### src/rtl/sad_accumulator_pkg.sv
`default_nettype none
// ============================================================================
// Module  : sad_accumulator_pkg
// Purpose : Shared types, default constants and width helpers for the SAD
//           accumulator and its row adder tree.
// Contents: state_t FSM encoding, DEF_* defaults, ROW_LANES, sad_width(),
//           cand_width().
// Revision: 1.0 - initial release
// ============================================================================
package sad_accumulator_pkg;

  localparam int DEF_DATAWIDTH = 8;
  localparam int DEF_ROWS      = 8;
  localparam int DEF_NUM_CAND  = 9;

  // Absolute differences delivered per row.
  localparam int ROW_LANES = 8;

  typedef enum logic [1:0] {
    IDLE   = 2'd0,
    ACCUM  = 2'd1,
    REPORT = 2'd2
  } state_t;

  // Wide enough for ROW_LANES*rows maximal differences, so the sum never wraps.
  function automatic int sad_width(input int datawidth, input int rows);
    return datawidth + $clog2(ROW_LANES * rows);
  endfunction

  function automatic int cand_width(input int num_cand);
    return (num_cand > 1) ? $clog2(num_cand) : 1;
  endfunction

endpackage
`default_nettype wire

### src/rtl/absdiff_row_sum.sv
`default_nettype none
// ============================================================================
// Module  : absdiff_row_sum
// Purpose : Combinational three-level adder tree summing one row of eight
//           absolute differences; each level widens by one bit.
// Ports   : absdiff[8] - row inputs, DATAWIDTH bits each
//           row_sum    - zero-extended row total, DATAWIDTH+3 bits
// Revision: 1.0 - initial release
// ============================================================================
module absdiff_row_sum
  import sad_accumulator_pkg::*;
#(
  parameter int DATAWIDTH = DEF_DATAWIDTH
) (
  input  logic [DATAWIDTH-1:0] absdiff [ROW_LANES],
  output logic [DATAWIDTH+2:0] row_sum
);

  logic [DATAWIDTH:0]   lvl1 [4];
  logic [DATAWIDTH+1:0] lvl2 [2];

  generate
    for (genvar i = 0; i < 4; i++) begin : g_lvl1
      assign lvl1[i] = {1'b0, absdiff[2*i]} + {1'b0, absdiff[2*i+1]};
    end
    for (genvar j = 0; j < 2; j++) begin : g_lvl2
      assign lvl2[j] = {1'b0, lvl1[2*j]} + {1'b0, lvl1[2*j+1]};
    end
  endgenerate

  assign row_sum = {1'b0, lvl2[0]} + {1'b0, lvl2[1]};

endmodule
`default_nettype wire

### src/rtl/sad_accumulator.sv
`default_nettype none
// ============================================================================
// Module  : sad_accumulator
// Purpose : Accumulates ROWS rows of eight absolute differences into one SAD
//           per candidate, over NUM_CAND candidates, and reports the minimum
//           SAD and its index at the end of each search.
// Ports   : clk, rst        - clock, asynchronous active-high reset
//           start           - pulse in IDLE to begin a search
//           in_valid/ready  - row handshake; ready only while accumulating
//           absdiff_0..7    - one row of absolute differences
//           sad_valid, sad  - per-candidate SAD pulse and value
//           best_valid      - pulse at search end
//           best_sad/idx    - minimum SAD and its candidate index
//           busy            - high whenever not IDLE
// Revision: 1.0 - initial release
// ============================================================================
module sad_accumulator
  import sad_accumulator_pkg::*;
#(
  parameter int DATAWIDTH = DEF_DATAWIDTH,
  parameter int ROWS      = DEF_ROWS,
  parameter int NUM_CAND  = DEF_NUM_CAND
) (
  input  logic                                   clk,
  input  logic                                   rst,
  input  logic                                   start,
  input  logic                                   in_valid,
  output logic                                   in_ready,
  input  logic [DATAWIDTH-1:0]                   absdiff_0,
  input  logic [DATAWIDTH-1:0]                   absdiff_1,
  input  logic [DATAWIDTH-1:0]                   absdiff_2,
  input  logic [DATAWIDTH-1:0]                   absdiff_3,
  input  logic [DATAWIDTH-1:0]                   absdiff_4,
  input  logic [DATAWIDTH-1:0]                   absdiff_5,
  input  logic [DATAWIDTH-1:0]                   absdiff_6,
  input  logic [DATAWIDTH-1:0]                   absdiff_7,
  output logic                                   sad_valid,
  output logic [sad_width(DATAWIDTH, ROWS)-1:0]  sad,
  output logic                                   best_valid,
  output logic [sad_width(DATAWIDTH, ROWS)-1:0]  best_sad,
  output logic [cand_width(NUM_CAND)-1:0]        best_idx,
  output logic                                   busy
);

  localparam int SADW  = sad_width(DATAWIDTH, ROWS);
  localparam int CANDW = cand_width(NUM_CAND);
  localparam int ROWW  = (ROWS > 1) ? $clog2(ROWS) : 1;
  localparam int RSW   = DATAWIDTH + 3;

  state_t               state;
  logic [ROWW-1:0]      row_cnt;
  logic [CANDW-1:0]     cand_cnt;
  logic [SADW-1:0]      acc;
  logic [DATAWIDTH-1:0] row_in [ROW_LANES];
  logic [RSW-1:0]       row_sum;
  logic [SADW-1:0]      acc_next;

  assign row_in[0] = absdiff_0;
  assign row_in[1] = absdiff_1;
  assign row_in[2] = absdiff_2;
  assign row_in[3] = absdiff_3;
  assign row_in[4] = absdiff_4;
  assign row_in[5] = absdiff_5;
  assign row_in[6] = absdiff_6;
  assign row_in[7] = absdiff_7;

  absdiff_row_sum #(
    .DATAWIDTH (DATAWIDTH)
  ) u_row_sum (
    .absdiff (row_in),
    .row_sum (row_sum)
  );

  assign acc_next = acc + SADW'(row_sum);

  // Handshake and busy are pure decodes of the registered state.
  assign in_ready = (state == ACCUM);
  assign busy     = (state != IDLE);

  always_ff @(posedge clk or posedge rst) begin
    if (rst) begin
      state      <= IDLE;
      row_cnt    <= '0;
      cand_cnt   <= '0;
      acc        <= '0;
      sad        <= '0;
      sad_valid  <= 1'b0;
      best_valid <= 1'b0;
      best_sad   <= '1;
      best_idx   <= '0;
    end else begin
      sad_valid  <= 1'b0;
      best_valid <= 1'b0;
      case (state)
        IDLE: begin
          if (start) begin
            row_cnt  <= '0;
            cand_cnt <= '0;
            acc      <= '0;
            best_sad <= '1;
            best_idx <= '0;
            state    <= ACCUM;
          end
        end
        ACCUM: begin
          if (in_valid) begin
            if (row_cnt == ROWW'(ROWS - 1)) begin
              // Last row: publish the SAD now so sad_valid lines up with REPORT.
              sad       <= acc_next;
              acc       <= '0;
              row_cnt   <= '0;
              sad_valid <= 1'b1;
              state     <= REPORT;
            end else begin
              acc     <= acc_next;
              row_cnt <= row_cnt + 1'b1;
            end
          end
        end
        REPORT: begin
          // Strict compare: on ties the earlier (lower) index is retained.
          if (sad < best_sad) begin
            best_sad <= sad;
            best_idx <= cand_cnt;
          end
          if (cand_cnt == CANDW'(NUM_CAND - 1)) begin
            best_valid <= 1'b1;
            state      <= IDLE;
          end else begin
            cand_cnt <= cand_cnt + 1'b1;
            state    <= ACCUM;
          end
        end
        default: state <= IDLE;
      endcase
    end
  end

endmodule
`default_nettype wire

### config.mk
export PLATFORM = sky130hd
export DESIGN_NAME = sad_accumulator
export DESIGN_NICKNAME = d
export VERILOG_FILES = /design/src/rtl/sad_accumulator_pkg.sv /design/src/rtl/absdiff_row_sum.sv /design/src/rtl/sad_accumulator.sv
export SDC_FILE = /design/constraint.sdc
export NUM_CORES = 1
export LEC_CHECK = 0
export CAP_MARGIN = 40
export CORE_ASPECT_RATIO = 1.1
export CORE_MARGIN = 2
export CORE_UTILIZATION = 40
export DETAILED_ROUTE_END_ITERATION = 6
export GPL_TIMING_DRIVEN = 1
export HOLD_SLACK_MARGIN = 0.02
export PLACE_DENSITY = 0.66
export SLEW_MARGIN = 20
export SYNTH_ARGS = -nofsm -noshare
export SYNTH_HDL_FRONTEND = slang
export SYNTH_SLANG_ARGS = --single-unit
### constraint.sdc
create_clock -name clk -period 10.4 [get_ports clk]
set_clock_uncertainty 0.2 [all_clocks]
set_input_delay 2.08 -clock clk [delete_from_list [all_inputs] [get_ports clk]]
set_output_delay 2.08 -clock clk [all_outputs]
set_load 0.1 [all_outputs]
==> images/m1.png <==
Drawn at 4 px/um. Supply wires on this layer in grey. Cells faint in the background.
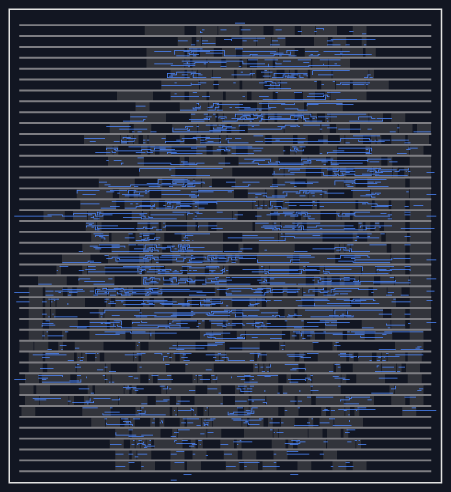
The wires run mostly horizontal. The layer carries 4260 um of wire. 692 nets have wire on it. The layer holds 41% of the routed length.

==> images/m2.png <==
Drawn at 4 px/um.
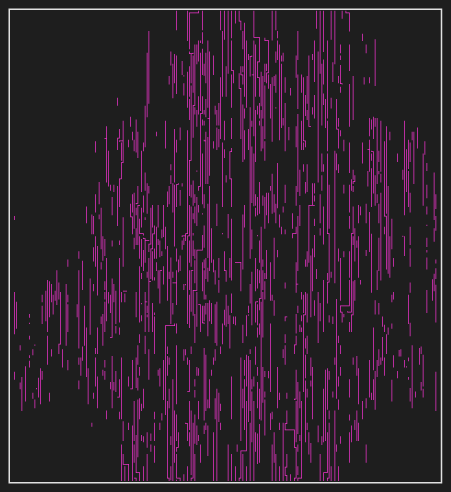
The wires run mostly vertical. The layer carries 5400 um of wire. The longest straight run is 37.7 um.

==> images/m3.png <==
Drawn at 4 px/um. Cells faint in the background.
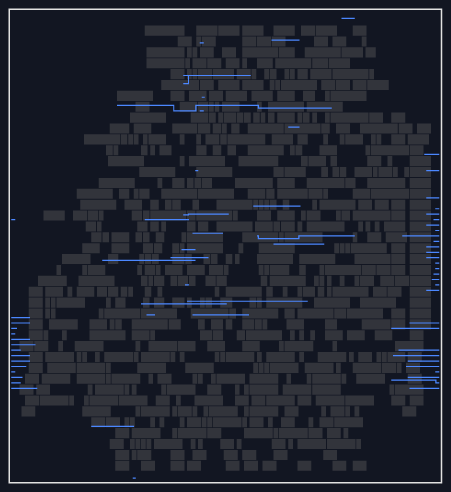
The wires run mostly horizontal. The longest straight run is 29.9 um. The layer carries 458 um of wire. 60 nets have wire on it. The layer holds 4.5% of the routed length.

==> results.cfg <==
; yosys + openroad results
[synth]
synth_seq_share = 0.305
async_reset_ff_frac = 1.00
ys_sh_aoi = 0.107
ys_sh_mux = 0.0410
top_area_frac = 0.233
synth-xor-area-share = 0.00926
synth_area_sq_mm = 0.00473
ys_chip_area_sq_mm = 0.00473
synth.top_cells.by_count = 108 x inv_1, 55 x fa_1, 45 x nand2_1
synth_cells = 469

[setup_path]
critPathMaxFanout = 4
cp.required_ps = 10450
slowest_stage = fa_1
r2r_cells = 12
cp_cell_sequence = clkdlybuf4s50_1 -> inv_1 -> fa_1 -> inv_1 -> fa_1 -> fa_1 -> inv_1 -> fa_1 -> inv_1 -> ha_1 -> and2_4 -> a221oi_4 -> a211oi_2 -> or4_1 -> nand3_1

[route]
drt-initial-drc-count = 118
final_antenna_net_count = 0
dr.pass1.iters = 4
wl_mm = 10.3
vias = 3681

[final_layout]
drive_above_1_share = 0.129
logic_area_sq_mm = 0.00279
layout_top_cells = 107 x inv_1, 103 x clkdlybuf4s50_1, 55 x fa_1, 45 x nand2_1, 43 x dfrtp_1
layout.nets = 766
lay_top_count = inv_1

[run]
cap_violations = 0
warning_count = 27

[clock_tree]
cts_max_path_buffers = 2
ctsHoldBuffers = 0
ctsResizeCount = 0

[power]
powerDensity_mw_per_mm2 = 359
power_leakage_nw = 3.32

[global_routing]
grt_max_degree = 58
grt_first_pass_wirelength_mm = 17.7
grt_overflow = 0

[place]
gp_congestion = 0.839
port_buffers = 103

[outcome]
outcome = finished clean

[final_timing]
slew_headroom = 0.473
rsz0062_at_grt = no
setup_viol = 0

[worst_hold_path]
hold_depth = 2
hold_path.class = flip-flop to flip-flop

[die]
fp-utilization = 0.411
[how the worst max path moves through the flow]
stage                       from  endpoint  slack [ps]  depth (start not counted)
finish              absdiff_0[5]   sad[13]        4050                         15
global route        absdiff_1[2]   sad[12]        3810                         17
CTS                 absdiff_0[2]   sad[12]        4040                         17
detailed placement  absdiff_0[5]   sad[13]        3710                         15
global placement    absdiff_0[5]   sad[13]        3770                         15
floorplan           absdiff_0[5]   sad[13]        4330                         14
[sequential cells by signal, indices dropped and copies added (netlist names)]
signal / count
acc: 14
best_idx: 4
best_sad: 14
best_valid: 1
cand_cnt: 4
row_cnt: 3
sad: 14
sad_valid: 1
state: 2
[report_power, final]
part / leakage, nW / internal [mW] / switching (mW)
sequential: 0.710 / 0.287 / 0.0579
clock: 0.131 / 0.173 / 0.0991
combinational: 2.48 / 0.727 / 1.06
[critical path, delay by kind of cell]
kind                       cells  cell delay, ps
buffers and inverters          5             660
AOI/OAI and AO/OA              2             450
and+or+nand+nor                3             780
adders and majority gates      5            2430
[per-layer routing]
metal	track usage	vias to the layer above	part of all wire
met5	0	-	0
met4	0.0465	0	0.017
li1	-	1771	-
met1	0.211	1808	0.41
met2	0.311	87	0.52
met3	0.0360	15	0.044
[cell type report]
type,instances,share of cell area
Tap cell,150,0.0280
Clock inverter,4,0.00410
Multi-Input combinational cell,292,0.416
Clock buffer,12,0.0382
Timing Repair Buffer,141,0.238
Sequential cell,57,0.215
Inverter,108,0.0604
[through the flow]
step	std cells	util	worst slack (ps)	area (sq um)	hold slack (ps)
floorplan	469	-	4330	4730	254
global placement	712	0.511	3770	5870	262
detailed placement	748	0.559	3710	6430	276
CTS	764	0.584	4040	6710	284
global route	764	0.584	3810	6710	295
finish	764	0.584	4050	6710	279
Power figures rest on the tool's default switching activity, not on a simulated workload.
